File: src/rtl/seq_pkg.sv
// Shared definitions for the multi-cycle RV32I sequencer:
// state encodings, opcode constants, instruction class enum and error codes.
package seq_pkg;

  typedef enum logic [2:0] {
    ST_IDLE   = 3'd0,
    ST_FETCH  = 3'd1,
    ST_DECODE = 3'd2,
    ST_EXEC   = 3'd3,
    ST_MEM    = 3'd4,
    ST_WB     = 3'd5,
    ST_HALT   = 3'd6,
    ST_BAD    = 3'd7
  } state_t;

  localparam logic [6:0] OPC_RTYPE  = 7'b0110011;
  localparam logic [6:0] OPC_ITYPE  = 7'b0010011;
  localparam logic [6:0] OPC_LOAD   = 7'b0000011;
  localparam logic [6:0] OPC_STORE  = 7'b0100011;
  localparam logic [6:0] OPC_BRANCH = 7'b1100011;
  localparam logic [6:0] OPC_SYSTEM = 7'b1110011;

  typedef enum logic [2:0] {
    CLS_NONE    = 3'd0,
    CLS_ALU     = 3'd1,
    CLS_LOAD    = 3'd2,
    CLS_STORE   = 3'd3,
    CLS_BRANCH  = 3'd4,
    CLS_SYSTEM  = 3'd5,
    CLS_ILLEGAL = 3'd6
  } cls_t;

  localparam logic [1:0] ERR_NONE     = 2'd0;
  localparam logic [1:0] ERR_ILLEGAL  = 2'd1;
  localparam logic [1:0] ERR_FETCH_TO = 2'd2;
  localparam logic [1:0] ERR_MEM_TO   = 2'd3;

  function automatic cls_t classify(input logic [6:0] opc);
    cls_t c;
    case (opc)
      OPC_RTYPE, OPC_ITYPE: c = CLS_ALU;
      OPC_LOAD:             c = CLS_LOAD;
      OPC_STORE:            c = CLS_STORE;
      OPC_BRANCH:           c = CLS_BRANCH;
      OPC_SYSTEM:           c = CLS_SYSTEM;
      default:              c = CLS_ILLEGAL;
    endcase
    return c;
  endfunction

endpackage

File: src/rtl/seq_wait_timer.sv
// Wait-cycle counter for the sequencer's handshake states.
// Ports:
//   clk      - clock
//   rst      - asynchronous active-low reset
//   clr      - synchronous clear (takes priority over inc)
//   inc      - count one waiting cycle
//   at_limit - this is the TIMEOUT-th waiting cycle; a missing ready now faults
module seq_wait_timer #(
  parameter int TIMEOUT = 64
) (
  input  logic clk,
  input  logic rst,
  input  logic clr,
  input  logic inc,
  output logic at_limit
);

  localparam int W = 10;

  logic [W-1:0] cnt;

  always_ff @(posedge clk or negedge rst) begin
    if (!rst)      cnt <= '0;
    else if (clr)  cnt <= '0;
    else if (inc)  cnt <= cnt + 10'd1;
  end

  // cnt holds the number of cycles already waited, so the current cycle is
  // the last allowed one when cnt == TIMEOUT-1.
  assign at_limit = (cnt == W'(TIMEOUT - 1));

endmodule

File: src/rtl/multicycle_seq_ctrl.sv
// Multi-cycle sequencer for the single-issue RV32I datapath.
// Steps each instruction through FETCH/DECODE/EXEC/MEM/WB and drives the
// datapath strobes; halts on illegal opcodes, SYSTEM or handshake timeouts.
// Optional build macro: SEQ_PERF_CNT_EN adds retired_cnt and stall_cnt.
// Ports:
//   clk, rst (async active-low), start, stop, opcode[6:0],
//   ifetch_ready, mem_ready                          - inputs
//   ifetch_req, ir_write, pc_write, reg_write_en,
//   mem_read_en, mem_write_en, retire, busy, halted,
//   err_code[1:0], state_dbg[2:0]                    - outputs
//   retired_cnt, stall_cnt [CNT_W-1:0]               - outputs, SEQ_PERF_CNT_EN only
//
// state  | meaning
// IDLE   | waiting for start
// FETCH  | instruction fetch request, waiting on ifetch_ready
// DECODE | classify opcode, latch class
// EXEC   | branch retires here; others proceed
// MEM    | data access strobe held until mem_ready
// WB     | register write and PC update
// HALT   | sticky stop, exits only via reset
module multicycle_seq_ctrl
  import seq_pkg::*;
#(
  parameter int TIMEOUT = 64,
  parameter int CNT_W   = 32
) (
  input  logic             clk,
  input  logic             rst,
  input  logic             start,
  input  logic             stop,
  input  logic [6:0]       opcode,
  input  logic             ifetch_ready,
  input  logic             mem_ready,
  output logic             ifetch_req,
  output logic             ir_write,
  output logic             pc_write,
  output logic             reg_write_en,
  output logic             mem_read_en,
  output logic             mem_write_en,
  output logic             retire,
  output logic             busy,
  output logic             halted,
  output logic [1:0]       err_code,
  output logic [2:0]       state_dbg
`ifdef SEQ_PERF_CNT_EN
  ,
  output logic [CNT_W-1:0] retired_cnt,
  output logic [CNT_W-1:0] stall_cnt
`endif
);

  if (TIMEOUT < 1 || TIMEOUT > 1023 || CNT_W < 1) begin : g_param_check
    $error("multicycle_seq_ctrl: TIMEOUT must be 1..1023 and CNT_W >= 1");
  end

  state_t     state, state_nxt, ret_state;
  cls_t       cls_q, cls_nxt, dec_cls;
  logic [1:0] err_q, err_nxt;
  logic       wait_inc, at_limit;

  seq_wait_timer #(.TIMEOUT(TIMEOUT)) u_wait_timer (
    .clk      (clk),
    .rst      (rst),
    .clr      (state_nxt != state),
    .inc      (wait_inc),
    .at_limit (at_limit)
  );

  always_ff @(posedge clk or negedge rst) begin
    if (!rst) begin
      state <= ST_IDLE;
      cls_q <= CLS_NONE;
      err_q <= ERR_NONE;
    end else begin
      state <= state_nxt;
      cls_q <= cls_nxt;
      err_q <= err_nxt;
    end
  end

  assign dec_cls   = classify(opcode);
  assign ret_state = stop ? ST_IDLE : ST_FETCH;

  always_comb begin
    state_nxt    = state;
    cls_nxt      = cls_q;
    err_nxt      = err_q;
    ifetch_req   = 1'b0;
    ir_write     = 1'b0;
    pc_write     = 1'b0;
    reg_write_en = 1'b0;
    mem_read_en  = 1'b0;
    mem_write_en = 1'b0;
    wait_inc     = 1'b0;
    case (state)
      ST_IDLE: if (start) state_nxt = ST_FETCH;
      ST_FETCH: begin
        ifetch_req = 1'b1;
        if (ifetch_ready) begin
          ir_write  = 1'b1;
          state_nxt = ST_DECODE;
        end else begin
          wait_inc = 1'b1;
          if (at_limit) begin
            state_nxt = ST_HALT;
            err_nxt   = ERR_FETCH_TO;
          end
        end
      end
      ST_DECODE: begin
        cls_nxt = dec_cls;
        case (dec_cls)
          CLS_ILLEGAL: begin
            state_nxt = ST_HALT;
            err_nxt   = ERR_ILLEGAL;
          end
          CLS_SYSTEM: state_nxt = ST_HALT;
          default:    state_nxt = ST_EXEC;
        endcase
      end
      ST_EXEC: begin
        case (cls_q)
          CLS_BRANCH: begin
            pc_write  = 1'b1;
            state_nxt = ret_state;
          end
          CLS_LOAD, CLS_STORE: state_nxt = ST_MEM;
          default:             state_nxt = ST_WB;
        endcase
      end
      ST_MEM: begin
        mem_read_en  = (cls_q == CLS_LOAD);
        mem_write_en = (cls_q == CLS_STORE);
        if (mem_ready) begin
          if (cls_q == CLS_LOAD) begin
            state_nxt = ST_WB;
          end else begin
            pc_write  = 1'b1;
            state_nxt = ret_state;
          end
        end else begin
          wait_inc = 1'b1;
          if (at_limit) begin
            state_nxt = ST_HALT;
            err_nxt   = ERR_MEM_TO;
          end
        end
      end
      ST_WB: begin
        reg_write_en = 1'b1;
        pc_write     = 1'b1;
        state_nxt    = ret_state;
      end
      ST_HALT: state_nxt = ST_HALT;
      default: state_nxt = ST_IDLE;
    endcase
  end

  assign retire    = pc_write;
  assign busy      = (state != ST_IDLE) && (state != ST_HALT);
  assign halted    = (state == ST_HALT);
  assign err_code  = err_q;
  assign state_dbg = state;

`ifdef SEQ_PERF_CNT_EN
  always_ff @(posedge clk or negedge rst) begin
    if (!rst) begin
      retired_cnt <= '0;
      stall_cnt   <= '0;
    end else begin
      if (retire) retired_cnt <= retired_cnt + 1'b1;
      if (wait_inc && (stall_cnt != {CNT_W{1'b1}})) stall_cnt <= stall_cnt + 1'b1;
    end
  end
`endif

endmodule

File: config.mk
export PLATFORM = sky130hd
export DESIGN_NAME = multicycle_seq_ctrl
export DESIGN_NICKNAME = d
export VERILOG_FILES = /design/src/rtl/seq_pkg.sv /design/src/rtl/seq_wait_timer.sv /design/src/rtl/multicycle_seq_ctrl.sv
export SDC_FILE = /design/constraint.sdc
export NUM_CORES = 1
export LEC_CHECK = 0
export ABC_AREA = 1
export CORE_MARGIN = 5
export CORE_UTILIZATION = 26
export CTS_CLUSTER_SIZE = 25
export DETAILED_ROUTE_END_ITERATION = 6
export GPL_TIMING_DRIVEN = 0
export PLACE_DENSITY = 0.54
export SLEW_MARGIN = 10
export SYNTH_ARGS = -nofsm -noshare
export SYNTH_HDL_FRONTEND = slang
export SYNTH_SLANG_ARGS = --single-unit
File: constraint.sdc
create_clock -name clk -period 1.84 [get_ports clk]
set_input_delay 0.184 -clock clk [delete_from_list [all_inputs] [get_ports clk]]
set_output_delay 0.184 -clock clk [all_outputs]
set_load 0.02 [all_outputs]
==> images/wires.png <==
Bar = 20 um.
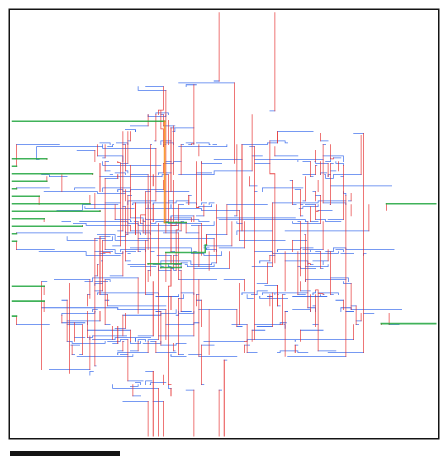
- metal 2: red (wire length 1,300 um)
- metal 3: green (wire length 164 um)
- metal 1: blue (wire length 1,330 um)
- metal 4: orange (wire length 18.4 um)

==> images/placement.png <==
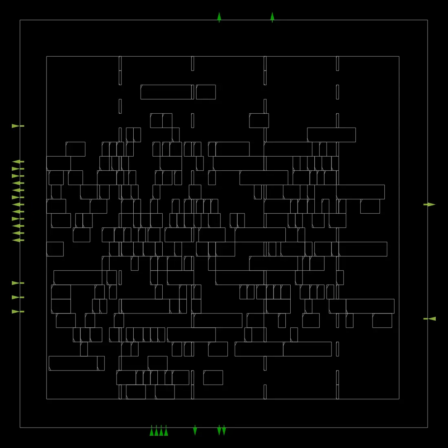
share of the core filled with cells in the final layout: 35.76%
sequential portion of the cell area: 28.97%

==> summary.rpt <==
RUN METRICS
----------------------------------------------------
[Finish]
  Number of non-clock buffers in the layout ........................ 27
  Proportion of layout cells with a drive suffix above 1 ........................ 13.66%
  Fraction of area in multi-input gates ........................ 39.90%
  Antenna cells ........................ 0
  Final-stage net count ........................ between 200 and 250
  Post-route insts no fill ........................ 257
  Number of logic gates ........................ between 100 and 150
  Number of non-clock inverters in the layout ........................ 31
  Layout clock buffer count ........................ 4
  Area of the multi-input gates ........................ ~630 um2
  Filler cell count in the final layout ........................ ~480
  Area grow syn2layout ........................ 31.76%
  Clock tree cell share of total cell area ........................ under 10%
  Commonest cells after routing, fill and taps aside ........................ 41 x sky130_fd_sc_hd__nand2_1, 29 x sky130_fd_sc_hd__nor2_1, 27 x sky130_fd_sc_hd__inv_1
  Non-clock buffer area fraction after layout ........................ ~16%
  Final design area excluding fillers ........................ roughly 0.0016 mm2
  Most common library cell in the layout ignoring fill and taps ........................ sky130_fd_sc_hd__nand2_1

[Pwr]
  Internal Power ........................ about 0.0011 W
  Total power after layout ........................ roughly 0.0021 W
  Static leakage power ........................ 0.8028 nW
  Switching power as a share of total power ........................ between 40% and 50%
  Part of the power in combinational logic ........................ between 50% and 60%
  Max rail drop VDD ........................ roughly 0.63 mV
  Power density over the cells ........................ around 1300 mW/mm2
  Clock share of power ........................ between 10% and 20%
  Net switching power of the design ........................ 0.0009947 W
  Sequential cell fraction of total power ........................ around 28%

[Setup path]
  Kind of end point of the critical path ........................ output pin
  Worst path top cell family by delay ........................ simple AND/OR/NAND/NOR gates
  Slowest Stage Delay on Critical Path ........................ around 470 ps
  Buffer-and-inverter tally for the worst setup path ........................ 1
  Slowest-stage cell, CP ........................ sky130_fd_sc_hd__dfrtp_2
  Critical path fanouts, max ........................ 8
  Critical Path End ........................ mem_write_en
  Cell Chain, Critical Path ........................ nor2_4, nand2_2, nor4_1, dlygate4sd2_1
  Worst R2R Path Depth ........................ 12
  Required arrival time at the worst endpoint ........................ 1660 ps
  Worst reg-to-reg setup slack ........................ about 200 ps
  Launching element of the worst setup path ........................ state_dbg[0]$_DFF_PN0_
  WP depth ........................ 4
  Worst endpoint data arrival time ........................ 1570 ps

[Logic synthesis]
  Ys flops ........................ 18
  Gate count after technology mapping ........................ around 180
  Parity-gate share of the synthesized area counting xor and xnor cells ........................ a little over 5%
  Mapped Avg Cell Area ........................ between 6 and 7 um2
  Ys cells ........................ between 150 and 200
  Area share of the leading cell type in the synthesized netlist ........................ around 38%
  Basic-gate share of the synthesized area counting and, or, nand and nor cells ........................ between 30% and 40%
  Yosys cell types ........................ 23
  Comb area leader ........................ simple AND/OR/NAND/NOR gates
  Compound-gate portion of the synthesized area ........................ between 7 and 8%
  Proportion of synthesized chip area in sequential cells ........................ 37.85%
  Cell area leaders ........................ sky130_fd_sc_hd__dfrtp_1 38%, sky130_fd_sc_hd__nand2_1 13%, sky130_fd_sc_hd__nor2_1 9.8%
  Mapped Nets ........................ 189
  Synth warnings ........................ 0
  Post-synthesis cell type with the largest combined area ........................ sky130_fd_sc_hd__dfrtp_1
  Mapped cell area ........................ ~0.0012 mm2
  MUX share of area ........................ 0%

[STA]
  Total negative slack for setup checks ........................ 0 ps
  Headroom to the max-slew limit ........................ between 40% and 50%
  Number of endpoints failing setup at the final stage ........................ 0
  Maximum clock frequency ........................ ~570 MHz
  Portion of the clock cycle consumed by the worst path in the final layout ........................ between 90% and 100%
  Layout Skew ........................ around 2.7 ps
  Setup repair after global routing missed its margin ........................ yes
  Pins over their slew limit ........................ 0
  Min setup slack post-route ........................ approximately 83 ps

[Clocking]
  Number of gates resized after cts ........................ 18
  Post-CTS Setup Bufs ........................ 0
  Clk pin slew, worst setup/hold paths ........................ 80 ps
  Maximum root-to-sink buffer count ........................ 2
  CTS Root Buffer Type ........................ sky130_fd_sc_hd__clkbuf_8
  H-tree level count ........................ 1
  Number of clock sinks seen by CTS ........................ 18
  Number of buffers added by the clock tree synthesis step ........................ 3
  Hold-fix buffers, CTS ........................ 0
  Insertion delay at the late pin of the worst-skew pair ........................ between 200 and 300 ps

[Routing]
  Routed wire length on met3 ........................ roughly 160 um
  Post-detailed-routing wire length ........................ between 2000 and 3000 um
  Tally of nets with antenna violations remaining after routing ........................ 0
  Number of iterations in the first detailed-routing pass ........................ 4
  Post-DR wirelength/cell ........................ between 10 and 15 um
  Number of DRC violations after detailed-routing iteration 0 ........................ 38
  Total DRC errors in the routed layout ........................ 0
  Met2 wire length ........................ approximately 1300 um

[Floorplan]
  Area of the chip ........................ between 0.006 and 0.007 mm2
  Chip Width ........................ ~78 um
  Init Core Util ........................ 27.14%
  Y dimension of the die ........................ 77.65 um
  Core footprint ........................ about 0.0044 mm2
  Tapcells inserted ........................ about 52
  Number of top-level pins ........................ 27
  Num rows ........................ 24

[Placed design]
  Detail Placement HPWL ........................ approximately 2200 um
  Number of buffers added on ports ........................ 26
  Number of cells after detailed placement ........................ 253
  Pre-CTS worst setup slack ........................ -287.9 ps
  GPL Wtd Cong ........................ slightly below 0.8

[Flow run]
  Stage-log warning count ........................ 27
  Max-capacitance violation count ........................ 0

[Global routing]
  Met3 capacity usage during global routing ........................ approximately 3.2%
  First-pass GRT wire length ........................ 5181 um
  Congestion Overflow GR ........................ 0
  Global-route met2 utilization ........................ 16.36%
  Met1 GRT Util ........................ between 10% and 20%
  Maximum number of pins on one net before global-route repair ........................ 19
  Initial antenna violation count ........................ 0

[Outcome]
  Result of the run ........................ complete, no violations

[Min path]
  Path category of the worst min-delay check ........................ input pin to async pin

----------------------------------------------------
registers in the layout (all words and copies together), names as in the netlist:
| signal | cells |
|---|---|
| state_dbg | 3 |
| err_code | 2 |
| cls_q | 3 |
| u_wait_timer.cnt | 10 |
logic make-up (layout without fill, tap and decap cells):
kind of cell,Yosys count,after routing
simple gates,101,101
buf+inv,32,62
compound gates,16,16
flops,18,18
xor+xnor,7,7
fa+ha+maj,1,1
synth_stat cells:
cell                       instances
sky130_fd_sc_hd__a21oi_1           5
sky130_fd_sc_hd__a31oi_1           1
sky130_fd_sc_hd__buf_4             1
sky130_fd_sc_hd__dfrtp_1          18
sky130_fd_sc_hd__ha_1              1
sky130_fd_sc_hd__inv_1            29
sky130_fd_sc_hd__inv_2             2
sky130_fd_sc_hd__nand2_1          41
sky130_fd_sc_hd__nand2_2           5
sky130_fd_sc_hd__nand3_1          11
sky130_fd_sc_hd__nand3_2           1
sky130_fd_sc_hd__nand3_4           1
sky130_fd_sc_hd__nand3b_1          1
sky130_fd_sc_hd__nand4_1           2
sky130_fd_sc_hd__nand4_2           1
sky130_fd_sc_hd__nor2_1           31
sky130_fd_sc_hd__nor2_2            3
sky130_fd_sc_hd__nor3_1            3
sky130_fd_sc_hd__nor4_1            1
sky130_fd_sc_hd__o21ai_0           8
sky130_fd_sc_hd__o21bai_1          1
sky130_fd_sc_hd__o22ai_1           1
sky130_fd_sc_hd__xor2_1            7
power by group through the flow:
| stage | sequential, W | combinational (W) | clock (W) |
|---|---|---|---|
| finish | 0.000585 | 0.00117 | 0.000336 |
| floorplan | 0.000614 | 0.000745 | 0 |
| global route | 0.000603 | 0.00134 | 0.000370 |
| CTS | 0.000584 | 0.00120 | 0.000355 |
| detailed placement | 0.000572 | 0.00123 | 0 |
| global placement | 0.000572 | 0.00123 | 0 |
Power and IR drop assume default switching activity.
